<file path="config.mk">
export PLATFORM = sky130hd
export DESIGN_NAME = result_transmitter
export DESIGN_NICKNAME = d
export VERILOG_FILES = /design/src/rtl/result_transmitter.sv
export SDC_FILE = /design/constraint.sdc
export NUM_CORES = 1
export LEC_CHECK = 0
export CORE_ASPECT_RATIO = 0.7
export CORE_MARGIN = 3
export CORE_UTILIZATION = 45
export DETAILED_ROUTE_END_ITERATION = 16
export GPL_ROUTABILITY_DRIVEN = 0
export PLACE_DENSITY = 0.68
export SKIP_CTS_REPAIR_TIMING = 1
export SLEW_MARGIN = 20
export SYNTH_ARGS = -nofsm -noshare
export SYNTH_HDL_FRONTEND = slang
export SYNTH_SLANG_ARGS = --single-unit
</file>
<file path="constraint.sdc">
create_clock -name clk -period 2.9 [get_ports clk]
set_input_delay 0.58 -clock clk [delete_from_list [all_inputs] [get_ports clk]]
set_output_delay 0.58 -clock clk [all_outputs]
set_load 0.01 [all_outputs]
</file>
<file path="src/rtl/result_transmitter.sv">
// Streams an N x N result matrix out over a byte-wide UART: a header byte {0,N}
// followed by every element, row-major, most-significant byte first.
module result_transmitter #(
    parameter int DATA_W = 16,
    parameter int ADDR_W = 8
) (
    input  logic              clk,
    input  logic              rst_n,
    input  logic              start,
    input  logic [3:0]        matrix_size,
    output logic [ADDR_W-1:0] mem_addr,
    input  logic [DATA_W-1:0] mem_rdata,
    input  logic              tx_busy,
    output logic              tx_start,
    output logic [7:0]        tx_data,
    output logic              busy,
    output logic              done,
    output logic [2:0]        dbg_state
);

    localparam int BYTES = DATA_W / 8;
    localparam logic [1:0] LAST_BYTE = 2'(BYTES - 1);

    typedef enum logic [2:0] {
        IDLE      = 3'd0,
        SEND_SIZE = 3'd1,
        FETCH     = 3'd2,
        LOAD      = 3'd3,
        SEND_BYTE = 3'd4,
        WAIT_TX   = 3'd5,
        DONE      = 3'd6
    } state_t;

    state_t              state_q, state_d;
    logic [3:0]          n_q, n_d;
    logic [7:0]          total_q, total_d;
    logic [7:0]          elem_q, elem_d;
    logic [1:0]          byte_q, byte_d;
    logic [DATA_W-1:0]   shift_q, shift_d;
    logic                hdr_q, hdr_d;
    logic                guard_q, guard_d;
    logic [ADDR_W-1:0]   mem_addr_d;
    logic                tx_start_d;
    logic [7:0]          tx_data_d;
    logic [7:0]          elem_next;

    assign elem_next = elem_q + 8'd1;

    always_ff @(posedge clk or negedge rst_n) begin
        if (!rst_n) begin
            state_q  <= IDLE;
            n_q      <= '0;
            total_q  <= '0;
            elem_q   <= '0;
            byte_q   <= '0;
            shift_q  <= '0;
            hdr_q    <= 1'b0;
            guard_q  <= 1'b0;
            mem_addr <= '0;
            tx_start <= 1'b0;
            tx_data  <= '0;
        end else begin
            state_q  <= state_d;
            n_q      <= n_d;
            total_q  <= total_d;
            elem_q   <= elem_d;
            byte_q   <= byte_d;
            shift_q  <= shift_d;
            hdr_q    <= hdr_d;
            guard_q  <= guard_d;
            mem_addr <= mem_addr_d;
            tx_start <= tx_start_d;
            tx_data  <= tx_data_d;
        end
    end

    always_comb begin
        state_d    = state_q;
        n_d        = n_q;
        total_d    = total_q;
        elem_d     = elem_q;
        byte_d     = byte_q;
        shift_d    = shift_q;
        hdr_d      = hdr_q;
        guard_d    = guard_q;
        mem_addr_d = mem_addr;
        tx_start_d = 1'b0;
        tx_data_d  = tx_data;
        case (state_q)
            IDLE: begin
                if (start) begin
                    n_d     = matrix_size;
                    total_d = 8'(matrix_size) * 8'(matrix_size);
                    elem_d  = '0;
                    byte_d  = '0;
                    hdr_d   = 1'b1;
                    state_d = SEND_SIZE;
                end
            end
            SEND_SIZE: begin
                if (!tx_busy) begin
                    tx_start_d = 1'b1;
                    tx_data_d  = {4'h0, n_q};
                    guard_d    = 1'b1;
                    state_d    = WAIT_TX;
                end
            end
            FETCH: state_d = LOAD;
            LOAD: begin
                shift_d = mem_rdata;
                byte_d  = '0;
                state_d = SEND_BYTE;
            end
            SEND_BYTE: begin
                if (!tx_busy) begin
                    tx_start_d = 1'b1;
                    tx_data_d  = shift_q[DATA_W-1 -: 8];
                    shift_d    = shift_q << 8;
                    guard_d    = 1'b1;
                    state_d    = WAIT_TX;
                end
            end
            WAIT_TX: begin
                // The UART raises tx_busy a cycle after tx_start, so the first cycle here is blind.
                if (guard_q) begin
                    guard_d = 1'b0;
                end else if (!tx_busy) begin
                    if (hdr_q) begin
                        hdr_d = 1'b0;
                        if (total_q == 8'd0) begin
                            state_d = DONE;
                        end else begin
                            mem_addr_d = ADDR_W'(elem_q);
                            state_d    = FETCH;
                        end
                    end else if (byte_q != LAST_BYTE) begin
                        byte_d  = byte_q + 2'd1;
                        state_d = SEND_BYTE;
                    end else begin
                        elem_d = elem_next;
                        if (elem_next < total_q) begin
                            mem_addr_d = ADDR_W'(elem_next);
                            state_d    = FETCH;
                        end else begin
                            state_d = DONE;
                        end
                    end
                end
            end
            DONE: state_d = IDLE;
            default: state_d = IDLE;
        endcase
    end

    assign busy      = (state_q != IDLE) && (state_q != DONE);
    assign done      = (state_q == DONE);
    assign dbg_state = state_q;

endmodule

</file>
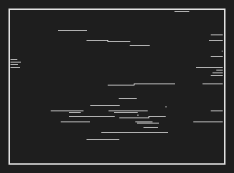
Run 1: signal wires on met3
Scale: 2 px per um.
main direction	horizontal
wire length on this layer	390 um
nets with wire on the layer	27
longest straight run	33.1 um

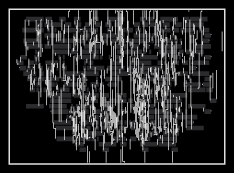
Run 1: metal 2
Scale: 2 px per um.
share of all routed wire	43%
nets with wire on the layer	328
longest straight run	32.0 um

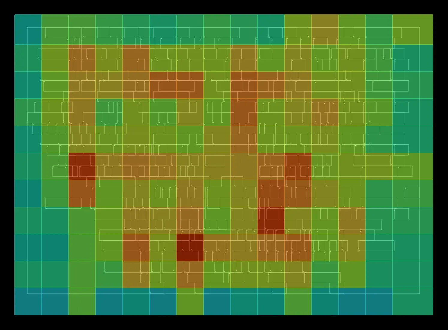
Run 1: routing congestion map
GRT met1 Usage: 28.7%
GRT busiest layer: met1
met3 GRT Util: 5.55%
routed len/inst: 15.2 um
final core occ: 58.4%

## run 1: cell families (layout without fill, tap and decap cells)
group / count (synthesis) / in the layout / share of synthesized area (%)
and+or+nand+nor: 128 / 128 / 20.5
AOI/OAI and AO/OA: 79 / 79 / 17.1
buffers and inverters: 34 / 85 / 5.22
adders and majority gates: 12 / 12 / 4.91
xor gates and xnor gates: 11 / 11 / 3.00
DFF: 58 / 58 / 45.2
muxes: 13 / 13 / 4.05
## run 1: worst min path at each step
stage                            end  slack [ps]
after floorplan            byte_q[0]         280
after global placement        n_q[3]         470
after detailed placement      n_q[3]         460
after CTS                 shift_q[6]         260
after global routing      shift_q[7]         300
final                     shift_q[6]         270
## run 1: final cells by class
type	instances	share of cell area [%]
inverter	15	1.41
tap	94	2.95
clock buffer	10	3.20
multi-input combinational	243	39.9
clock inverter	6	2.89
sequential	58	36.4
timing repair buffer	54	13.2
## run 1: critical path: cells and delay by family (launching register included)
family | cells | cell delay (ps)
AND/OR/NAND/NOR | 3 | 610
adder cells (fa/ha/maj) | 2 | 590
flip-flops | 1 | 430
AND-OR/OR-AND | 2 | 350
XOR/XNOR | 1 | 280
buffers and inverters | 1 | 190
## run 1: metrics by stage
stage,area (um^2),setup WS [ps],hold slack (ps),util [%],power [uW]
finish,3990,326,267,58.4,3970
detailed placement,3740,261,463,54.9,3070
global route,3990,155,303,58.4,4260
CTS,3990,355,265,58.4,3990
floorplan,3210,569,284,-,2490
global placement,3740,338,465,54.9,3020
## run 1: registers in the layout, indices dropped and copies added (netlist names)
| signal | count |
|---|---|
| byte_q | 2 |
| dbg_state | 3 |
| elem_q | 8 |
| guard_q | 1 |
| hdr_q | 1 |
| mem_addr | 8 |
| n_q | 4 |
| shift_q | 16 |
| total_q | 6 |
| tx_data | 8 |
| tx_start | 1 |
==> flow_metrics.tcl, run 1 <==
# yosys + openroad results
set metrics [dict create \
    internal_power_uw 2490 \
    r2r-start "elem_q[0]" \
    drt_wl_total_um 7300 \
    clockBufferDepth 2 \
    power_frac_comb_pct 40.9 \
    async_flop_share_pct 100 \
    ys_cells 335 \
    wl_met2_um 3140 \
    mi_logic_area_mm2 0.00159 \
    min_period_ps 2570 \
    drive_gt1_share_pct 9.33 \
    seq_power_share_pct 36.3 \
    cp_common_cell "ha_1" \
    dr_wl_met3_um 389 \
    fill_cells 637 \
    warnings 26 \
    ys_seq_share_pct 45.2 \
    status "finished, final reports clean" \
    htree_num_levels 3 \
    top_level_ports 46 \
    critPathMaxStageDelay_ps 430 \
    chipArea_mm2 0.00820 \
    ant_nets 0 \
    r2r_cells 9 \
    edf_count 0 \
    grt_pass1_vias 2448 \
    common_cells "dfrtp_1 (58), nand2_1 (48), o21ai_0 (27), nor2_1 (21), inv_1 (15)" \
    total_switching_power_uw 1480 \
    grt_usage_pct 19.0 \
    critPathSlowestCell "dfrtp_1" \
    grt_max_degree 31 \
    dp_hpwl_um 5320 \
    worst_clock_skew_ps 6.77 \
    fin_crit_sh_pct 88.7 \
    rrSetupSlack_ps 330 \
    stdcell_count 480 \
    syn_inst 335 \
    vias 2560 \
    grt_antenna_before_repair 0 \
    powerSeq_uw 1440 \
]
==> run 1 -> run 2 <==
HOLD_SLACK_MARGIN = 0.02   (was default)
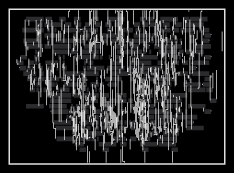
Run 2: metal 2
Scale: 2 px per um.
longest straight run	32.0 um
nets with wire on the layer	328

==> run 2 against run 1 <==
Routed wire length unchanged. Sequential power is essentially flat. Cell count did not move. Synthesized cell count stayed put. Area after synthesis stayed put. Combinational power about the same. Register-to-register slack barely moved. Critical endpoint unchanged. Largest cell class unchanged.
==> flow_metrics.tcl, run 2 <==
# yosys + openroad results
set metrics [dict create \
    status "finished, final reports clean" \
    top_level_ports 46 \
    grt_usage_pct 19.0 \
    yosys_warnings 0 \
    ant_nets 0 \
    drt_wl_total_um 7300 \
    wl_per_cell_um 15.2 \
    dp_slack_ps 261 \
    drv_slew 0 \
    fin_crit_sh_pct 88.7 \
    fill_cells 637 \
    dr_wl_met3_um 389 \
    cp_top_family "simple AND/OR/NAND/NOR gates" \
    warnings 26 \
    path_cells "ha_1, nand3_1, xnor2_1, ha_1, and4_2, a211oi_1, buf_4, o221ai_1, or2_1" \
    crit_type "flip-flop to flip-flop" \
    grt_max_degree 31 \
    core_mm2 0.00682 \
    nNetsFinal 417 \
    gr-max-usage-layer "met1" \
    critPathSlowestCell "dfrtp_1" \
    most_common_cell "dfrtp_1" \
    min_period_ps 2570 \
    grt_antenna_before_repair 0 \
    floorplan.nets 371 \
    power_uw 3970 \
    clockBufferDepth 2 \
    worst_slack_ps 326 \
    grt_pass1_vias 2448 \
    grt_pass1_wl_um 12300 \
    layout_top_cell "dfrtp_1" \
    chipArea_mm2 0.00820 \
    root_buffer "clkbuf_8" \
    utilization_pct 58.4 \
    ys_ff 58 \
    synth_chip_area_mm2 0.00321 \
    drive_gt1_share_pct 9.33 \
    async_flop_share_pct 100 \
    grt_use_met1_pct 28.7 \
    top_register "shift_q" \
    largest_reg_flops 16 \
    critPathMaxStageDelay_ps 430 \
    htree_num_levels 3 \
    wl_met2_um 3140 \
    common_cells "dfrtp_1 (58), nand2_1 (48), o21ai_0 (27), nor2_1 (21), inv_1 (15)" \
    ys_cells 335 \
    syn_inst 335 \
    edf_count 0 \
    final-hold-violation-count 0 \
    worst_clock_skew_ps 6.77 \
    cp_common_cell "ha_1" \
    dp_hpwl_um 5320 \
    grt_overflow 0 \
    ys_seq_share_pct 45.2 \
    path_clk_slew_ps 70 \
    top_layer_used "met4" \
    synth_top_cell_by_area "dfrtp_1" \
    insertedDiodeCount 0 \
    crit_buf_inv 1 \
    cap_viol_max_count 0 \
    grt_use_met3_pct 5.55 \
    vias 2560 \
    p_leak_uw 0.00177 \
]
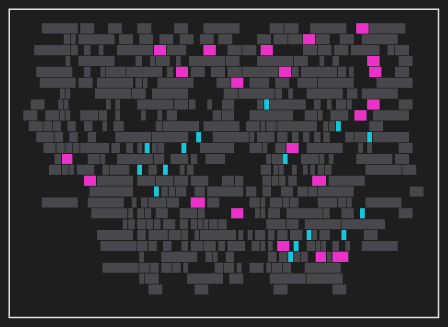
Run 2: selected gate families
Scale: 4 px per um.
colour	family	cells
magenta	AND-OR and OR-AND gates	21
cyan	inverters	15

[run 2: cell counts in the layout (fill, tap and decap cells not counted)]
Identical to the previous run, type by type.
[run 2: final cells by class]
cell class,count,area [um^2],share of cell area (%)
Timing Repair Buffer,54,526,13.2
Inverter,15,56.3,1.41
Clock buffer,10,128,3.20
Tap cell,94,118,2.95
Clock inverter,6,115,2.89
Sequential cell,58,1450,36.4
Multi-Input combinational cell,243,1590,39.9
[run 2: stage by stage]
stage | hold WS, ps | cells | area (um^2)
final | 267 | 480 | 3990
after global routing | 303 | 480 | 3990
after CTS | 265 | 480 | 3990
after detailed placement | 463 | 464 | 3740
after global placement | 465 | 464 | 3740
after floorplan | 284 | 335 | 3210
[run 2: cell families after synthesis]
group | Yosys count | share of synthesized area (%)
DFF | 58 | 45.2
AOI/OAI and AO/OA | 79 | 17.1
and+or+nand+nor | 128 | 20.5
muxes | 13 | 4.05
xor gates and xnor gates | 11 | 3.00
buffers and inverters | 34 | 5.22
adders and majority gates | 12 | 4.91
[run 2: path summary, 6_finish.rpt]
check | endpoint | cells after the start | start | slack, ps
worst max register to register | mem_addr[2] | 9 | elem_q[0] | 330
min in group clk | n_q[2] | 2 | n_q[2] | 480
worst min-delay path | shift_q[6] | 1 | rst_n | 270
worst max-delay path | mem_addr[2] | 9 | elem_q[0] | 330
max in group asynchronous | mem_addr[3] | 2 | rst_n | 2030
worst min register to register | n_q[2] | 2 | n_q[2] | 480
[run 2: report_power, final]
| part | leakage [uW] | switching, uW | internal [uW] |
|---|---|---|---|
| combinational | 0.000905 | 842 | 780 |
| sequential | 0.000752 | 304 | 1130 |
| clock | 0.000117 | 334 | 574 |
| total | 0.00177 | 1480 | 2490 |
Power figures rest on the tool's default switching activity, not on a simulated workload.
